<file path="src/rtl/checksum_rx_ctrl_if.sv">
// Word-in / frame-out valid/ready bundle for the checksum receive controller.
// master drives words and accepts frames; slave is the controller.
interface checksum_rx_ctrl_if #(
  parameter int WIDTH = 16,
  parameter int WORDS = 3
);
  logic                   in_valid;
  logic                   in_ready;
  logic [WIDTH-1:0]       in_word;
  logic                   in_sof;
  logic                   out_valid;
  logic                   out_ready;
  logic [WORDS*WIDTH-1:0] out_data;
  logic                   out_ok;

  modport master (
    output in_valid, in_word, in_sof, out_ready,
    input  in_ready, out_valid, out_data, out_ok
  );

  modport slave (
    input  in_valid, in_word, in_sof, out_ready,
    output in_ready, out_valid, out_data, out_ok
  );
endinterface

</file>
<file path="src/rtl/checksum_rx_ctrl.sv">
// Incremental ones'-complement frame checker with valid/ready framing.
// Optional CHECKSUM_RX_CTRL_ERR_CNT_EN adds a saturating bad-frame counter.
module checksum_rx_ctrl #(
  parameter int WIDTH = 16,
  parameter int WORDS = 3
) (
  input  logic clk,
  input  logic rst,
  checksum_rx_ctrl_if.slave bus
`ifdef CHECKSUM_RX_CTRL_ERR_CNT_EN
  ,
  output logic [15:0] err_cnt
`endif
);
  localparam int DW = WORDS * WIDTH;
  localparam int CW = 4;

  typedef enum logic [1:0] {
    IDLE,
    COLLECT,
    HOLD
  } state_t;

  state_t           state_q, state_d;
  logic [CW-1:0]    cnt_q, cnt_d;
  logic [WIDTH-1:0] sum_q, sum_d;
  logic [DW-1:0]    data_q, data_d;
  logic             ok_q, ok_d;

  logic             xfer_in;
  logic             xfer_out;
  logic [WIDTH:0]   wide;
  logic [WIDTH-1:0] fold;

  assign xfer_in  = bus.in_valid & bus.in_ready;
  assign xfer_out = bus.out_valid & bus.out_ready;

  // End-around carry: one fold suffices for a two-operand add
  assign wide = {1'b0, sum_q} + {1'b0, bus.in_word};
  assign fold = wide[WIDTH-1:0]
              + {{(WIDTH-1){1'b0}}, wide[WIDTH]};

  always_comb begin
    state_d = state_q;
    cnt_d   = cnt_q;
    sum_d   = sum_q;
    data_d  = data_q;
    ok_d    = ok_q;
    unique case (state_q)
      IDLE: begin
        if (xfer_in) begin
          data_d  = DW'(bus.in_word);
          sum_d   = bus.in_word;
          cnt_d   = CW'(1);
          state_d = COLLECT;
        end
      end
      COLLECT: begin
        if (xfer_in) begin
          if (bus.in_sof) begin
            data_d = DW'(bus.in_word);
            sum_d  = bus.in_word;
            cnt_d  = CW'(1);
          end else begin
            data_d = {data_q[DW-WIDTH-1:0], bus.in_word};
            sum_d  = fold;
            cnt_d  = cnt_q + CW'(1);
            if (cnt_q == CW'(WORDS - 1)) begin
              ok_d    = (fold == {WIDTH{1'b1}});
              state_d = HOLD;
            end
          end
        end
      end
      HOLD: begin
        if (xfer_out) state_d = IDLE;
      end
      default: state_d = IDLE;
    endcase
  end

  always_ff @(posedge clk or posedge rst) begin
    if (rst) begin
      state_q <= IDLE;
      cnt_q   <= '0;
      sum_q   <= '0;
      data_q  <= '0;
      ok_q    <= 1'b0;
    end else begin
      state_q <= state_d;
      cnt_q   <= cnt_d;
      sum_q   <= sum_d;
      data_q  <= data_d;
      ok_q    <= ok_d;
    end
  end

  assign bus.in_ready  = (state_q != HOLD);
  assign bus.out_valid = (state_q == HOLD);
  assign bus.out_ok    = (state_q == HOLD) & ok_q;
  assign bus.out_data  = data_q;

`ifdef CHECKSUM_RX_CTRL_ERR_CNT_EN
  logic [15:0] err_q, err_d;

  always_comb begin
    err_d = err_q;
    if (xfer_out && !ok_q && err_q != 16'hFFFF)
      err_d = err_q + 16'd1;
  end

  always_ff @(posedge clk or posedge rst) begin
    if (rst) err_q <= '0;
    else     err_q <= err_d;
  end

  assign err_cnt = err_q;
`endif

endmodule
</file>
<file path="src/flat_wrapper.sv">
// flat-port wrapper written by rule: the top's interface ports become plain ports
module checksum_rx_ctrl_flat 
#(
  parameter int WIDTH = 16,
  parameter int WORDS = 3
)
  (clk, rst, bus_in_valid, bus_in_word, bus_in_sof, bus_out_ready, bus_in_ready, bus_out_valid, bus_out_data, bus_out_ok);
  checksum_rx_ctrl_if #(.WIDTH(WIDTH), .WORDS(WORDS)) bus_i ();
  input  logic clk;
  input  logic rst;
  input wire logic [$bits(bus_i.in_valid)-1:0] bus_in_valid;
  input wire logic [$bits(bus_i.in_word)-1:0] bus_in_word;
  input wire logic [$bits(bus_i.in_sof)-1:0] bus_in_sof;
  input wire logic [$bits(bus_i.out_ready)-1:0] bus_out_ready;
  output wire logic [$bits(bus_i.in_ready)-1:0] bus_in_ready;
  output wire logic [$bits(bus_i.out_valid)-1:0] bus_out_valid;
  output wire logic [$bits(bus_i.out_data)-1:0] bus_out_data;
  output wire logic [$bits(bus_i.out_ok)-1:0] bus_out_ok;
  assign bus_i.in_valid = bus_in_valid;
  assign bus_i.in_word = bus_in_word;
  assign bus_i.in_sof = bus_in_sof;
  assign bus_i.out_ready = bus_out_ready;
  assign bus_in_ready = bus_i.in_ready;
  assign bus_out_valid = bus_i.out_valid;
  assign bus_out_data = bus_i.out_data;
  assign bus_out_ok = bus_i.out_ok;
  checksum_rx_ctrl #(.WIDTH(WIDTH), .WORDS(WORDS)) u_core (.clk(clk), .rst(rst), .bus(bus_i));
endmodule
</file>
<file path="config.mk">
export PLATFORM = sky130hd
export DESIGN_NAME = checksum_rx_ctrl_flat
export DESIGN_NICKNAME = d
export VERILOG_FILES = /design/src/rtl/checksum_rx_ctrl_if.sv /design/src/rtl/checksum_rx_ctrl.sv /design/src/flat_wrapper.sv
export SDC_FILE = /design/constraint.sdc
export NUM_CORES = 1
export LEC_CHECK = 0
export CORE_MARGIN = 1
export CORE_UTILIZATION = 50
export CTS_CLUSTER_DIAMETER = 120
export DETAILED_ROUTE_END_ITERATION = 8
export PLACE_DENSITY_LB_ADDON = 0.25
export SLEW_MARGIN = 20
export SYNTH_ARGS = -nofsm -noshare
export SYNTH_HDL_FRONTEND = slang
export SYNTH_SLANG_ARGS = --single-unit
</file>
<file path="constraint.sdc">
create_clock -name clk -period 4.9 [get_ports clk]
set_input_delay 1.225 -clock clk [delete_from_list [all_inputs] [get_ports clk]]
set_output_delay 1.225 -clock clk [all_outputs]
set_load 0.005 [all_outputs]
</file>
### Routed metal, one color a layer

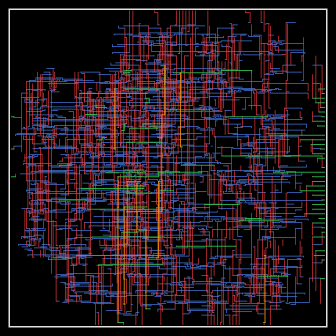
| color | layer | wire length |
|---|---|---|
| red | met2 | 5270 um |
| orange | met4 | 253 um |
| blue | met1 | 4810 um |
| green | met3 | 577 um |
final wirelength: 10.91 mm
overall global routing resource usage: 0.2680
number of vias after detailed routing: 3779
routed length per placed instance: 16.76 um

### Routing congestion

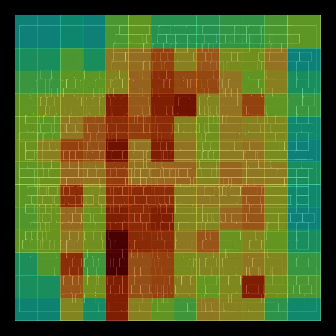
post-layout util: 0.7243
met2 track utilization from global routing: 0.4381
met1 Usage GRT: 0.3631

### Met2 routing

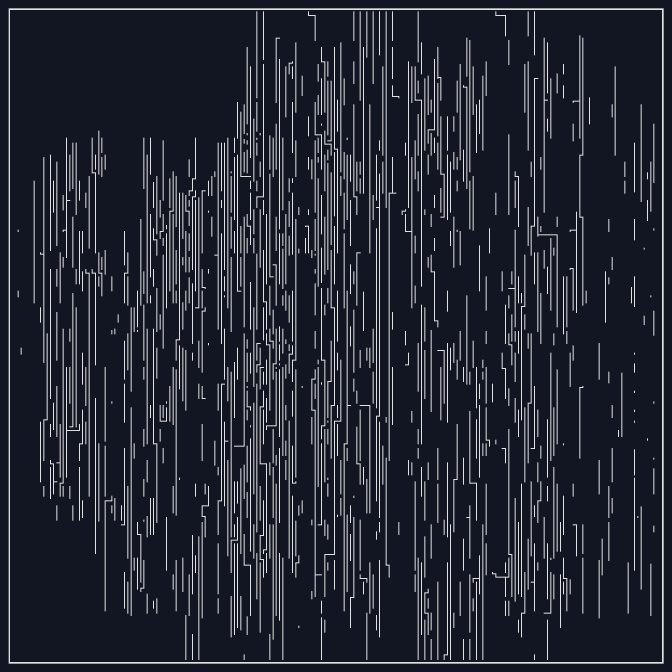
wire length on this layer: 5270 um
nets with wire on the layer: 516
share of all routed wire: 48%

==> design notes <==
Number of CTS-inserted buffers: 9. The run gives 5.14 ns as the required time of the worst setup path. In the log, the iteration count for the first detailed-route pass is 4. The fraction of layout instances using a drive strength above 1 was 0.2058. Signal routing reaches up to met4. For reference, the final report shows the hold violation count at 0.

In the power breakdown, the internal column shows 1939 uW. Per the placement report, the placed cell count is 630. The fraction of registers with async set/reset came out at 1.000. Per the OpenROAD floorplan log, the area of the core is 7848 um2. The number of cells on the critical path came out at 19. The tools report the finished layout cell area as 5684 um2.

The tools report the overall die area as 8633 um2. For this run, design rule violations remaining after detail routing come to 0. The buffer cell driving the clock tree root was sky130_fd_sc_hd__clkbuf_8.

The switching fraction of total power was 0.4078; the count of non-filler cells in the finished layout was 651. The hold path startpoint is u_core.bus.out_data[3]$_DFFE_PP0P_. The combinational share of power is 0.596.

The number of nets in the synthesized netlist is 465. Sink of the worst hold path: u_core.bus.out_data[3]$_DFFE_PP0P_. The fraction of power consumed by sequential logic was 0.263; the endpoint arrival time on the critical path was 4.99 ns. The smallest clock period supported by the final layout is computed as 4.745 ns.

Of all nets on the critical path, the largest fanout is 2. The top power group is combinational cells. The first global-routing pass estimated 18.10 mm of wire.

OpenROAD emitted warnings numbering 28. The run gives 0.009622 ns for the clock tree skew after final layout. Most repeated library cell on the critical path: sky130_fd_sc_hd__a21o_1. The final antenna-violating net count was 0. In the per-layer summary, the met1 wirelength comes to 4.814 mm. In the CTS report, the clock slew at the register clock pins of the worst setup and hold paths is listed as 0.08 ns. The tools report the total inserted antenna cells as 0. The power per cell area is 576.0 nW/um2. The combinational power reported by the tool is 1950 uW. The clock network fraction of total power came out at 0.141. Synthesis produced a netlist whose cell count is 422.

The logs give 0.5266 for the starting utilization of the core area and 0 for the total of endpoints with negative setup slack in the final report. The tools report the element type at the critical path end as a flip-flop. On the critical path the largest part of the delay comes from AND-OR/OR-AND gates. The worst setup path is launched from a primary input.

With the instance area after placement at 5321 um2, the total power is 3274 uW. At the later pin of the worst-skew pair, clock insertion delay measures 0.34 ns. The transition time recorded at the tightest slew-check pin is 0.8563 ns.

The clock network consumes a total of 462 uW. The cell total in the yosys stat output came out at 422. The floorplan row count came out at 32.

With the path depth of the worst reg2reg path at 18, the largest net degree at the start of global routing is 54. The die outline height is 92.92 um, and the sum of negative setup slack is 0 ns. The run finished with clean final reports. Per the detail_route log, met2 wirelength is 5.266 mm. The final hold slack is 0.5079 ns. The logs give 72 for the number of I/O pins and 0.002646 uW for the leakage dissipation. With the leftover overflow at the end of global routing at 0, the post-synth area from yosys stat is 4133 um2.

No sink is reached through more buffers than the 2 on the longest clock path. The commonest register cell after synthesis was sky130_fd_sc_hd__dfrtp_1. From left edge to right edge, the die measures 92.92 um.

The hold-critical path depth is 2. The cell type of the slowest stage on the worst timing path was sky130_fd_sc_hd__or4_4. For the worst reg-to-reg path, the startpoint reported by OpenROAD is u_core.sum_q[0]$_DFFE_PP0P_. The run gives 3659 as the via count of the first global-routing pass. Critical path class: in -> reg. HPWL after detailed placement: 8.248 mm.

In this run, synthesis inferred 0 flip-flops with an integrated enable. The proportion of synthesized chip area in sequential cells was 0.4299. The H-tree was split into 3 levels. TritonCTS built the clock tree. The filler cell count was 602; the synthesis-to-finish area growth was 37.54%. The number of different library cells used by synthesis comes to 63.

The worst max-slew margin expressed relative to the limit is 0.4285, and the ratio of final minimum period to clock period is 0.9683. The tools report the count of hold-fix buffers inserted at cts as 0. The worst VDD IR drop from the latest analysis is 0.4377 mV.

Counting pins that exceed their max-slew limit in the final report gives 0. Classification of the worst-slack hold path: reg -> reg.
==> timing repair <==
action / 4_1_cts / 5_1_grt
hold endpoints to repair: 0 / 0
setup buffers: 4 / 2
pin swaps: 17 / 10
setup endpoints to repair: 3 / 5
resized: 12 / 10
==> registers in the layout, summed over array words and instances, names as in the netlist <==
| signal | count |
|---|---|
| u_core.state_q | 2 |
| u_core.ok_q | 1 |
| u_core.cnt_q | 4 |
| u_core.bus.out_data | 48 |
| u_core.sum_q | 16 |
==> Yosys cell counts (4+ instances only) <==
master,n,area (um2)
sky130_fd_sc_hd__nand3_1,10,50.05
sky130_fd_sc_hd__o21ai_0,15,75.07
sky130_fd_sc_hd__nor2_1,19,71.32
sky130_fd_sc_hd__o221ai_1,7,61.31
sky130_fd_sc_hd__and3_1,4,25.02
sky130_fd_sc_hd__nand2_1,78,292.8
sky130_fd_sc_hd__nand4_1,6,37.54
sky130_fd_sc_hd__a21oi_1,14,70.07
sky130_fd_sc_hd__a211oi_1,4,30.03
sky130_fd_sc_hd__dfrtp_1,71,1777
sky130_fd_sc_hd__ha_1,21,262.8
sky130_fd_sc_hd__and2_1,4,25.02
sky130_fd_sc_hd__a22o_1,42,367.9
sky130_fd_sc_hd__a21o_1,9,67.56
sky130_fd_sc_hd__xnor2_1,12,105.1
sky130_fd_sc_hd__clkbuf_1,18,67.56
sky130_fd_sc_hd__nor3_1,6,30.03
sky130_fd_sc_hd__or3_1,4,25.02
sky130_fd_sc_hd__xor2_1,7,61.31
sky130_fd_sc_hd__inv_1,6,22.52
==> layout by cell type, fill, tap and decap left out, drive strengths merged, types with 3 or more instances in the layout <==
| cell | count |
|---|---|
| nor4 | 3 |
| clkdlybuf4s50 | 65 |
| nor2 | 19 |
| a22o | 42 |
| and2 | 5 |
| xor2 | 8 |
| nor3 | 8 |
| nand4 | 6 |
| nand3 | 10 |
| inv | 6 |
| nand2 | 79 |
| nand4b | 3 |
| a21o | 9 |
| clkbuf | 10 |
| and3 | 4 |
| or3 | 4 |
| or3b | 3 |
| o21ai | 20 |
| ha | 21 |
| dfrtp | 71 |
| a211oi | 4 |
| o221ai | 7 |
| clkinv | 4 |
| xnor2 | 14 |
| and4 | 3 |
| a21oi | 14 |
| buf | 63 |
| nand2b | 3 |
| dlygate4sd2 | 4 |
==> logic make-up after synthesis <==
| family | count (synthesis) | synth area share |
|---|---|---|
| flip-flops | 71 | 0.4299 |
| AND-OR/OR-AND | 114 | 0.2156 |
| adder cells (fa/ha/maj) | 22 | 0.06842 |
| multiplexers | 1 | 0.002422 |
| buffers and inverters | 28 | 0.02664 |
| XOR/XNOR | 23 | 0.05752 |
| AND/OR/NAND/NOR | 163 | 0.1995 |
==> layout make-up <==
class,instances,area [um2],share of cell area
multi-input combinational,323,2377,0.4182
clock buffer,10,137.6,0.02421
sequential,71,1777,0.3126
inverter,6,23.77,0.004182
timing repair buffer,134,1184,0.2082
tap,102,127.6,0.02245
clock inverter,5,57.56,0.01013
==> routing by layer <==
| layer | global-route usage | vias up |
|---|---|---|
| li1 | - | 1805 |
| met2 | 0.4381 | 142 |
| met4 | 0.09872 | 0 |
| met3 | 0.03612 | 21 |
| met1 | 0.3631 | 1811 |
| met5 | 0 | - |
Power is estimated from default activity; no workload was simulated.
